### Signal wires on met1, run 1

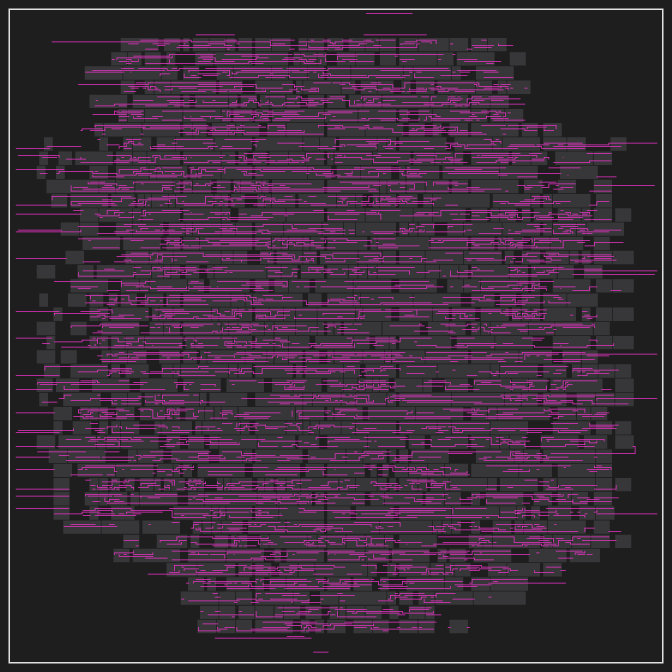
### M2 wires, run 1

The bar under the picture is 20 um long.
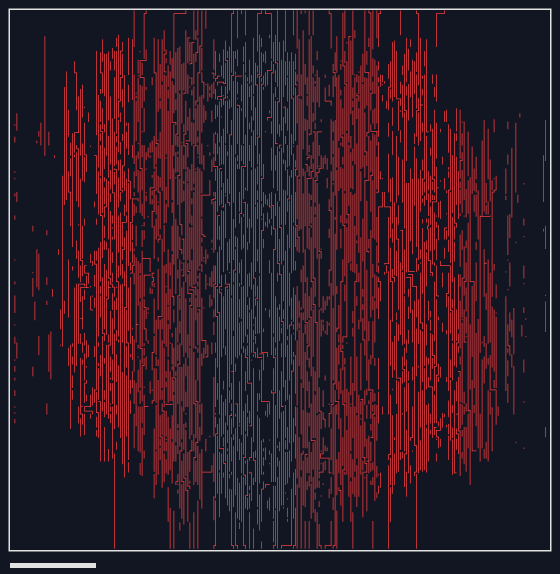
### Metal 3, run 1

The bar under the picture is 20 um long.
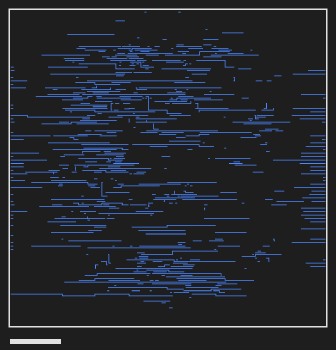
### Met4 routing, run 1

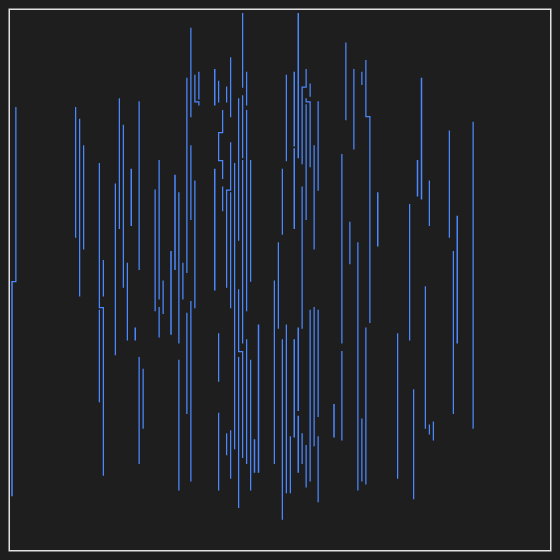
==> config.mk <==
export PLATFORM = sky130hd
export DESIGN_NAME = fetch_unit
export DESIGN_NICKNAME = d
export VERILOG_FILES = /design/src/rtl/fetch_unit_pkg.sv /design/src/rtl/fetch_skid_buffer.sv /design/src/rtl/fetch_unit.sv
export SDC_FILE = /design/constraint.sdc
export NUM_CORES = 1
export LEC_CHECK = 0
export ABC_AREA = 0
export CORE_MARGIN = 5
export CORE_UTILIZATION = 45
export CTS_CLUSTER_SIZE = 25
export DETAILED_ROUTE_END_ITERATION = 8
export PLACE_DENSITY = 0.76
export REMOVE_ABC_BUFFERS = 1
export SYNTH_ARGS = -nofsm -noshare
export SYNTH_HDL_FRONTEND = slang
export SYNTH_SLANG_ARGS = --single-unit
==> constraint.sdc <==
create_clock -name clk -period 1.4 [get_ports clk]
set_input_delay 0.21 -clock clk [delete_from_list [all_inputs] [get_ports clk]]
set_output_delay 0.21 -clock clk [all_outputs]
set_load 0.02 [all_outputs]
==> Changelog: implementation, run 1 <==
## Flow update

* Routed met2 length at 13.52 mm
* Simple-gate share of the synthesized area at 11.74%
* Fraction of area in registers at 26.81%
* Fraction of layout instances using a drive strength above 1 at a little under two fifths
* Synthesized-area fraction occupied by xor and xnor cells at 0%
* Leakage power at 4.105 nW
* Post-synth tally of flip-flops with integrated enable at 0
* Group with the largest share of power: clock
* Number of unique standard cell types used by synthesis at 35
* Sequential logic power at 4.12 mW
* Worst slew slack as a fraction of its limit at 67.11%
* Clock Power Share at about 42%
* Post-synthesis cell count at 683
* Cell area after layout at 10130 um2
* Power in combinational cells at 2.14 mW
* Max H-tree Level at 4
* Yosys stat chip area at approximately 6000 um2
* Post-CTS setup-driven buffer insertion count at 19
* Clkbuf count at 17
* CTS clk-pin slew, worst paths at about 60 ps
* Register-to-Register Path Depth at 7
* Critical Path Slowest Stage Cell: dfxtp_4
* Library cell occupying the most area in the post-synthesis netlist: dfxtp_1
* Pin count of the biggest net entering global routing at around 77
* Total number of placement rows at 42
* Number of DRC violations after detailed routing at 0
* Final critical-path setup slack at -267.0 ps
* DRT Pass-1 Iters at 5
* Chip Footprint at between 15000 and 20000 um2
* Share of the core filled by cells before placement at 45.45%
* Global-route total usage across every layer at 30.70%
* Internal Dissipation at ~7.7 mW
* Number of inserted filler cells in the final layout at 704
* Number of buffers created by CTS at 17
* Slowest Stage Delay on Critical Path at between 300 and 400 ps
* Run status: complete, but fails checks
* Vertical die dimension at around 120 um
* Most congested layer reported by global routing: met2
* Number of tap cells added at floorplan at 176
* Critical path start-end classification: flop to flop
* Area occupied by registers at ~2700 um2
* Final Critical Period at 1667 ps
* Internal reg-to-reg setup slack at -270 ps
* Cell mode on critical path: buf_6
* Most frequent logic cells in the routed design: dfxtp_1 (128), a21oi_1 (70), dlygate4sd2_1 (64)
* Multi-input comb cells at 439
* Dominant delay contributor by cell family on the critical path: buffers and inverters
* Class of the tightest hold or removal check: input pin to flop
* First-pass GRT wire length at 37.83 mm
* Finished Core Util at 77.42%
* Number of warnings in the stage logs at 27
* Clock tree root driver cell: clkbuf_16
* Post-detailed-placement cell area at 7636 um2
* RSZ-0062 raised after global routing: true
* Number of cells on the critical path at 7
* Dominant kind of cell by area: multi-input combinational cells
* Prevailing post-synth register cell: dfxtp_1
* Share of async-settable or async-resettable flops after synthesis at 0%
* Highest fanout seen on the critical path at 5
* Failing checks: negative setup slack
* Sw Pwr at 3.157 mW
* Top routing layer used: met4
* Bufs on Longest Clock Path at 2
* Area inside the core boundary at between 10000 and 15000 um2
* Share of the synthesized area in the top cell type at between 40% and 50%
* Diodes inserted at 1
* Number of failing hold endpoints at the final stage at 0
* Clock latency at the later pin of the worst-skew pair at 430 ps
* Largest cells by area after synthesis: dfxtp_1 (45%), a21oi_1 (9.7%), mux2i_1 (8.2%), a211oi_1 (8.1%), o21ai_0 (4.3%)
* Switching power share of the total at 29.17%
* Max capacitance violation total at 0
* Setup Skew at 11.79 ps
* Post-route non-filler standard cell count at 1043
* Vias in the first global route at ~6700
* Mux frac, synth at 8.247%
* Final setup violation count at around 120
* I/O pin count at 137
* Top non-seq family: AND-OR/OR-AND gates
* Detailed-route wire length on metal 1 at 10.46 mm
* Flip-flop and latch count at 135
* Number of buffers added to fix hold violations after cts at 0
* Post-CTS resize count at 215
* Post-Syn Area at between 5000 and 6000 um2
* Cell with the most instances after synthesis: dfxtp_1
Back to the opening pictures, 'Signal wires on met1':
845 nets have wire on it. The wires run mostly horizontal. The layer holds 35% of the routed length. The longest straight run is 37.3 um.
M1 GR Usage: 35.71%
total length of routed wires: 30.20 mm
routed via count: 7120

Back to the opening pictures, 'M2 wires':
The longest straight run is 43.5 um. 860 nets have wire on it. The layer carries 13500 um of wire. The wires run mostly vertical. The layer holds 45% of the routed length.
routing usage on met2: 50.14%

Back to the opening pictures, 'Metal 3':
267 nets have wire on it. The layer holds 12% of the routed length. The longest straight run is 63.7 um. The wires run mostly horizontal. The layer carries 3510 um of wire.
met3 Track Usage GR: 8.785%

Back to the opening pictures, 'Met4 routing':
The longest straight run is 70.7 um. The wires run mostly vertical. 87 nets have wire on it.

--- run 2 (diff from run 1) ---
Settings changed: CELL_PAD_IN_SITES_DETAIL_PLACEMENT from default to 1, CELL_PAD_IN_SITES_GLOBAL_PLACEMENT from default to 2, CORE_UTILIZATION 45 to 27, PLACE_DENSITY 0.76 to default, PLACE_DENSITY_LB_ADDON from default to 0.1.
==> run 2 against run 1 <==
The flow still finishes with violations (negative setup slack); critical endpoint is now if_id_instr[12]$_SDFFE_PP0P_; setup slack improved by 170 ps; worst hold slack improved by 18 ps; synthesized area did not move; synthesized cell count did not move; clock power fell by 4%; register-to-register slack improved by 170 ps; sequential share of layout area rose by 1.1 points; largest cell class unchanged; clock-buffer cell count rose by 6; first-iteration DRC count fell by 71%.
==> Changelog: implementation, run 2 <==
## Flow update

* Yosys stat chip area at 5947 um2
* WHS at 193.1 ps
* Number of buffers added to fix hold violations after cts at 0
* Largest cells by area after synthesis: dfxtp_1 (45%), a21oi_1 (9.7%), mux2i_1 (8.2%), a211oi_1 (8.1%), o21ai_0 (4.3%)
* Class of the tightest hold or removal check: input pin to flop
* CTS clk-pin slew, worst paths at 60 ps
* Final setup violation count at ~99
* Synthesized-area fraction occupied by xor and xnor cells at 0%
* Final-stage net count at 904
* Share of the synthesized area in the top cell type at a little under half
* Area inside the core boundary at 21760 um2
* Post-synthesis cell count at 683
* First-pass GRT wire length at 36.92 mm
* Top non-seq family: AND-OR/OR-AND gates
* Final Critical Period at 1501 ps
* Cell mode on critical path: buf_12
* Highest fanout seen on the critical path at 7
* Final non-clock buffer share at 27.21%
* Arrival time of data at the critical path endpoint at 1790 ps
* Switching power share of the total at 27.58%
* Prevailing post-synth register cell: dfxtp_1
* Number of input and output port buffers inserted at 136
* Cell chain of the critical path: buf_12 > nor3_4 > buf_6 > and2_4 > buf_12 > clkbuf_16 > a211oi_1
* Leakage power at 3.969 nW
* Chip Footprint at 25090 um2
* Number of unique standard cell types used by synthesis at 35
* Number of tap cells added at floorplan at 280
* Post-Syn Area at between 5000 and 6000 um2
* Clock tree root driver cell: clkbuf_16
* Most congested layer reported by global routing: met2
* Area occupied by registers at 2715 um2
* Clock Power Share at 42.5%
* Vias in the first global route at around 6300
* DRT Pass-1 Iters at 4
* Cell with the most instances after synthesis: dfxtp_1
* Post-synth tally of flip-flops with integrated enable at 0
* Clock latency at the later pin of the worst-skew pair at 420 ps
* Post-CTS resize count at between 150 and 200
* Pin count of the biggest net entering global routing at approximately 53
* Number of inserted filler cells in the final layout at 2387
* Library cell occupying the most area in the post-synthesis netlist: dfxtp_1
* Failing checks: negative setup slack
* Mux frac, synth at a little over 8%
* Die W at 158.4 um
* Post-route non-filler standard cell count at 1143
* I/O pin count at 137
* Number of warnings in the stage logs at 27
* Number of failing hold endpoints at the final stage at 0
* Max H-tree Level at 4
* Group with the largest share of power: clock
* Critical Path Slowest Stage Cell: dfxtp_4
* Fraction of layout instances using a drive strength above 1 at 30.82%
* Internal Dissipation at around 7.5 mW
* Vertical die dimension at 158.4 um
* Most frequent logic cells in the routed design: dfxtp_1 (129), a21oi_1 (92), dlygate4sd2_1 (60)
* Critical path start-end classification: flop to flop
* Sequential logic power at 4.09 mW
* Dominant kind of cell by area: multi-input combinational cells
* Fraction of area in registers at 27.91%
* Internal reg-to-reg setup slack at -100 ps
* Routability-driven placement congestion ratio at ~0.8
* Power in combinational cells at 1.87 mW
* Flip-flop and latch count at 135
* Simple-gate share of the synthesized area at 11.74%
* Number of DRC violations after detailed routing at 0
* Diodes inserted at 0
* Global-route total usage across every layer at 19.23%
* Finished Core Util at 44.71%
* Cell area after layout at ~9700 um2
* Final critical-path setup slack at -100.7 ps
* Number of register bits inferred by synthesis at 135
* Slowest Stage Delay on Critical Path at 350 ps
* Max capacitance violation total at 0
* Detailed-route wire length on metal 1 at 11.73 mm
* Share of the core filled by cells before placement at between 20% and 30%
* Dominant delay contributor by cell family on the critical path: buffers and inverters
* Bufs on Longest Clock Path at 2
* Sw Pwr at 2.861 mW
* Setup Skew at 6.764 ps
* Share of async-settable or async-resettable flops after synthesis at 0%
* Total number of placement rows at 54
* Register-to-Register Path Depth at 7
* Power density over cell area at 1067 nW/um2
* Routed met2 length at 12.90 mm
* M1 GR Usage at around a quarter
* RSZ-0062 raised after global routing: true
* Post-detailed-placement cell area at around 7900 um2
* Run status: complete, but fails checks
* Multi-input comb cells at 439
* Worst slew slack as a fraction of its limit at between 70% and 80%
* Comb area share at between 30% and 40%
* Routed wl met3 at 1.025 mm
* Top routing layer used: met5
* Post-CTS setup-driven buffer insertion count at 15
* Number of cells on the critical path at 7
### Metal 3, run 2

The bar under the picture is 50 um long.
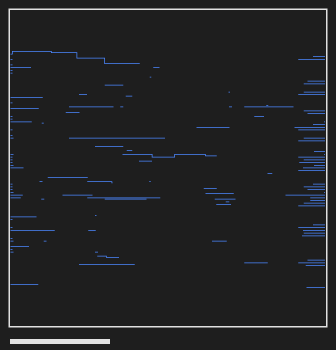
The layer carries 1030 um of wire. The layer holds 3.9% of the routed length. The wires run mostly horizontal. 97 nets have wire on it. The longest straight run is 47.8 um.
routed via count: 5995
total length of routed wires: 26.03 mm
met3 Track Usage GR: 3.398%

### M2 wires, run 2

The bar under the picture is 50 um long.
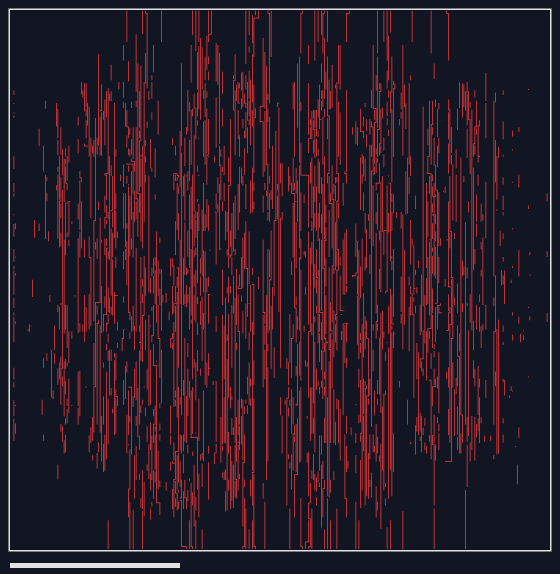
The longest straight run is 76.8 um. The layer holds 50% of the routed length. The wires run mostly vertical.
routing usage on met2: 32.67%

### The clock network, run 2

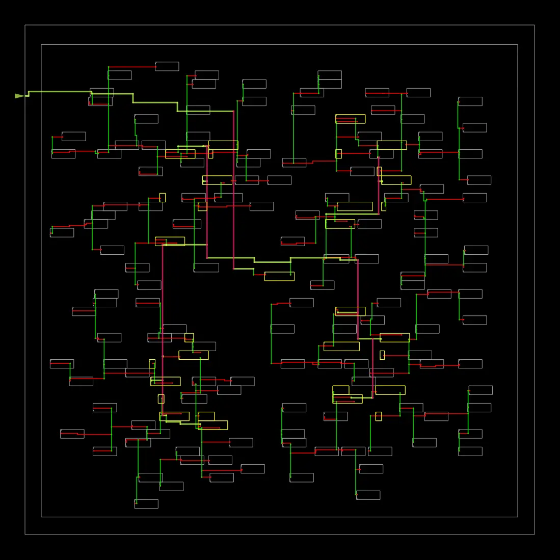
number of sinks on the clock net: 135
number of buffers created by CTS: 17
clkbuf count: 23

No activity file was given, so power comes from the tool's default toggle rates.
